[config.mk]
export PLATFORM = sky130hd
export DESIGN_NAME = aes_ctr_block_gen
export DESIGN_NICKNAME = d
export VERILOG_FILES = /design/src/rtl/aes_ctr_block_gen.sv
export SDC_FILE = /design/constraint.sdc
export NUM_CORES = 1
export LEC_CHECK = 0
export ABC_AREA = 1
export CORE_AREA = 2 2 205 207
export CTS_CLUSTER_SIZE = 25
export DETAILED_ROUTE_END_ITERATION = 12
export DIE_AREA = 0 0 207 209
export DONT_BUFFER_PORTS = 1
export MAX_ROUTING_LAYER = met4
export PLACE_DENSITY = 0.59
export SLEW_MARGIN = 20
export SYNTH_ARGS = -nofsm -noshare
export SYNTH_HDL_FRONTEND = slang
export SYNTH_SLANG_ARGS = --single-unit
[constraint.sdc]
create_clock -name clk -period 1.96 [get_ports clk]
set_clock_uncertainty 0.15 [all_clocks]
set_input_delay 0.392 -clock clk [delete_from_list [all_inputs] [get_ports clk]]
set_output_delay 0.392 -clock clk [all_outputs]
set_load 0.005 [all_outputs]
[src/rtl/aes_ctr_block_gen.sv]
// GCM counter-block generator: emits J0, then inc32 counter blocks for the
// plaintext, with valid/ready handshaking toward the AES round pipeline.
module aes_ctr_block_gen #(
    parameter int CNT_W = 32
) (
    input  logic         clk,
    input  logic         rst,
    input  logic         i_start,
    input  logic [0:95]  i_iv,
    input  logic [0:63]  i_aad_len,
    input  logic [0:63]  i_pt_len,
    input  logic         i_ready,
    // Test hook: when set at start, J0's low word is i_ctr_init instead of 1
    input  logic         i_ctr_load,
    input  logic [0:31]  i_ctr_init,
    output logic         o_valid,
    output logic [0:127] o_counter_block,
    output logic         o_is_j0,
    output logic         o_new_instance,
    output logic         o_last,
    output logic [0:127] o_instance_size,
    output logic         o_busy
);

    typedef enum logic [1:0] {IDLE, EMIT_J0, EMIT_CTR, DRAIN} state_t;

    state_t          state, state_nxt;
    logic [0:127]    block, block_nxt;
    logic [0:127]    size, size_nxt;
    logic [CNT_W-1:0] n, n_nxt;
    logic [64:0]     pt_round;
    logic [64:0]     pt_blocks;
    logic [0:127]    block_inc;
    logic            xfer;

    // 65-bit sum so a near-max pt_len cannot wrap before the shift
    assign pt_round  = {1'b0, i_pt_len} + 65'd127;
    assign pt_blocks = pt_round >> 7;
    assign block_inc = {block[0:95], block[96:127] + 32'd1};

    assign o_valid         = (state == EMIT_J0) || (state == EMIT_CTR);
    assign o_is_j0         = (state == EMIT_J0);
    assign o_new_instance  = (state == EMIT_J0);
    assign o_last          = ((state == EMIT_J0) && (n == '0)) ||
                             ((state == EMIT_CTR) && (n == CNT_W'(1)));
    assign o_busy          = (state != IDLE);
    assign o_counter_block = block;
    assign o_instance_size = size;
    assign xfer            = o_valid && i_ready;

    always_ff @(posedge clk) begin
        if (rst) begin
            state <= IDLE;
            block <= '0;
            size  <= '0;
            n     <= '0;
        end else begin
            state <= state_nxt;
            block <= block_nxt;
            size  <= size_nxt;
            n     <= n_nxt;
        end
    end

    always_comb begin
        state_nxt = state;
        block_nxt = block;
        size_nxt  = size;
        n_nxt     = n;
        case (state)
            IDLE: begin
                if (i_start) begin
                    state_nxt = EMIT_J0;
                    block_nxt = {i_iv, (i_ctr_load ? i_ctr_init : 32'h00000001)};
                    size_nxt  = {i_aad_len, i_pt_len};
                    n_nxt     = CNT_W'(pt_blocks);
                end
            end
            EMIT_J0: begin
                if (xfer) begin
                    if (n == '0) begin
                        state_nxt = DRAIN;
                    end else begin
                        state_nxt = EMIT_CTR;
                        block_nxt = block_inc;
                    end
                end
            end
            EMIT_CTR: begin
                if (xfer) begin
                    n_nxt     = n - CNT_W'(1);
                    block_nxt = block_inc;
                    if (n == CNT_W'(1))
                        state_nxt = DRAIN;
                end
            end
            DRAIN:   state_nxt = IDLE;
            default: state_nxt = IDLE;
        endcase
    end

endmodule

Figure 1. Metal 1.
Scale bar: 50 um. Supply wires on this layer in gray.
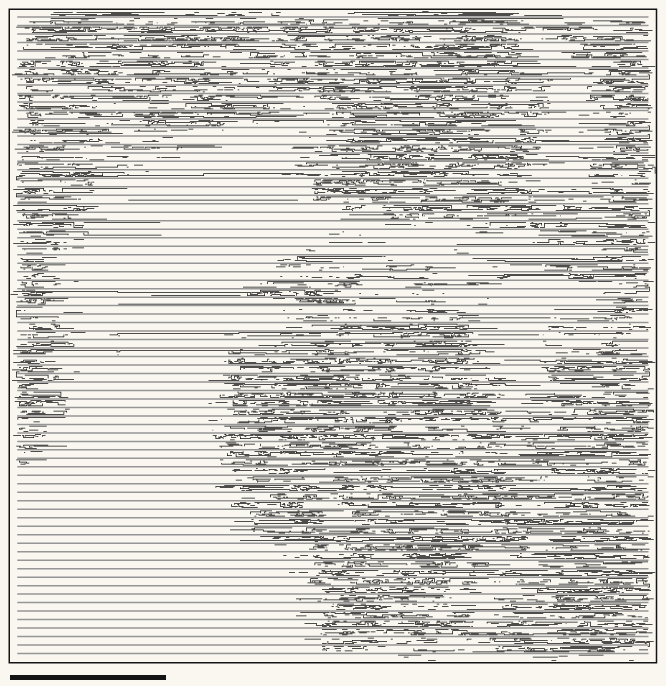
nets with wire on the layer	2402
share of all routed wire	40%
main direction	horizontal

==> run summary <==
status -> finished, violations left
failing checks -> negative hold slack, negative setup slack
aggregate negative setup slack -> -2240 ps
fin nets -> 2566
Post-Syn Area per Cell -> 6.67 um2
Sw Ratio -> 41.4%
Clock transition at path regs -> 70 ps
met1 Usage GRT -> 29.2%
critical path depth in cells -> 7
Vias/cell -> 5.36
initial antenna violation count -> 0
Hold Buf Count CTS -> 148
Logic power comb -> 13.4 mW
total power -> 29.0 mW
initial DRC count -> 1439
Setup CP Type -> reg2out
Post-Place Worst Slack -> -394 ps
Post-CTS Repair Setup Buffers -> 9
most frequent cell after synthesis -> nand2_1
yosys cell count -> 2068
worst hold slack -> -197 ps
Max-slew headroom -> 73.0%
CTS resizes -> 56
R2R setup slack -> -100 ps
Distinct lib cells used -> 45
CTS Root Cell -> clkbuf_16
share of power burned in registers -> 32.2%
die area -> 43300 um2
Pwr Density -> 1530 nW/um2
Routed Antenna Nets -> 0
cell taking the most area after synthesis -> dfxtp_1
GRT overflow -> 0
most frequent cells in the layout -> nand2_1 (412), nor2_1 (331), dfxtp_1 (282), nand3_1 (191), a21oi_1 (190)
worst hold start -> rst
Netlist Area Pre-Place -> 13800 um2
htree depth -> 2
vias in the first global route -> 14466
layout cells sized above 1 -> 16.4%
Floorplan Utilization -> 33.4%
Worst Reg2Reg Path Length in Cells -> 13
gpl congestion -> 0.936
uppermost layer routed -> met4
Ports -> 522
number of diodes -> 0
Largest stage delay, worst path -> 340 ps
power share of the combinational group -> 46.4%
switching power -> 12.0 mW
met2 routed WL -> 27.0 mm
Slew @ Worst Pin -> 401 ps
M3 GR Usage -> 5.71%
share of the clock period used by the worst path -> 124%
area share, top type -> 42.1%
ranking of synthesized cells by area -> dfxtp_1 (42%), nand2_1 (12%), nor2_1 (9.6%), a21oi_1 (7.4%), nand3_1 (7.2%)
peak supply drop -> 0.879 mV
Finished Layout Cells -> 2858
crit path launch type -> register
first-pass GRT wire length -> 83.2 mm
required time worst endpoint -> 1420 ps
critical-path cell list -> inv_4 -> ha_4 -> inv_2 -> nor4_4 -> nand4_1 -> o21ai_4 -> buf_6
Yosys warning count -> 0
slowest CP cell -> dfxtp_2
tool warning count -> 37
hold path endpoint -> o_counter_block[121]
Yosys Chip Area -> 13800 um2
Die Wd -> 207 um
Finished Core Util -> 45.9%
RSZ-0062 raised after global routing -> true
largest net degree at the start of global routing -> 128
Hold WC Path Type -> in2reg
DR pass1 iterations -> 7
reg2reg start -> n[1]
clk_lat worst skew -> 550 ps
flop and latch count out of synthesis -> 290
worst path bufs/invs -> 3
PnR worst setup slack -> -477 ps
internal power -> 17.0 mW
final setup fails -> 40
Clk. pwr -> 6.20 mW
post-synthesis instance total -> 2068
CTS tree -> built
met2 usage -> 40.0%
most instantiated cells after synthesis -> nand2_1 (431), nor2_1 (354), dfxtp_1 (290)
number of enable flip-flop cells -> 0
final hold violation count -> 126
crit-path max FO -> 3
power share of the clock group -> 21.4%
Critical R2R Capture -> o_counter_block[113]
Met3 Wirelength -> 4.55 mm
Sink Count -> 290
Figure 2. Signal wires on met2.
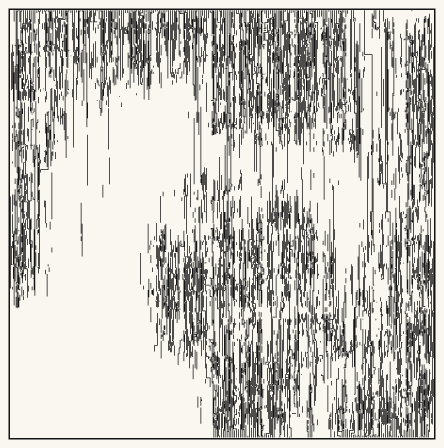
share of all routed wire	48%
longest straight run	94.4 um
wire length on this layer	27.0 mm

sequential cells by signal (all words and copies together) (netlist names):
signal           flops
o_counter_block    128
o_instance_size    128
state                2
n                   32
cells by family after synthesis:
logic type,count (synthesis),synth area share [%]
AND-OR/OR-AND,425,15.8
XOR/XNOR,16,1.02
adder cells (fa/ha/maj),8,0.725
buffers and inverters,263,7.70
flip-flops,290,42.1
AND/OR/NAND/NOR,1066,32.7
final cells by class:
| class | instances | area, um2 |
|---|---|---|
| Clock inverter | 12 | 103 |
| Tap cell | 539 | 674 |
| Fill cell | 4009 | 22300 |
| Clock buffer | 47 | 981 |
| Inverter | 146 | 606 |
| Timing Repair Buffer | 309 | 3350 |
| Multi-Input combinational cell | 1515 | 7430 |
| Sequential cell | 290 | 5820 |
Power and IR drop assume default switching activity.
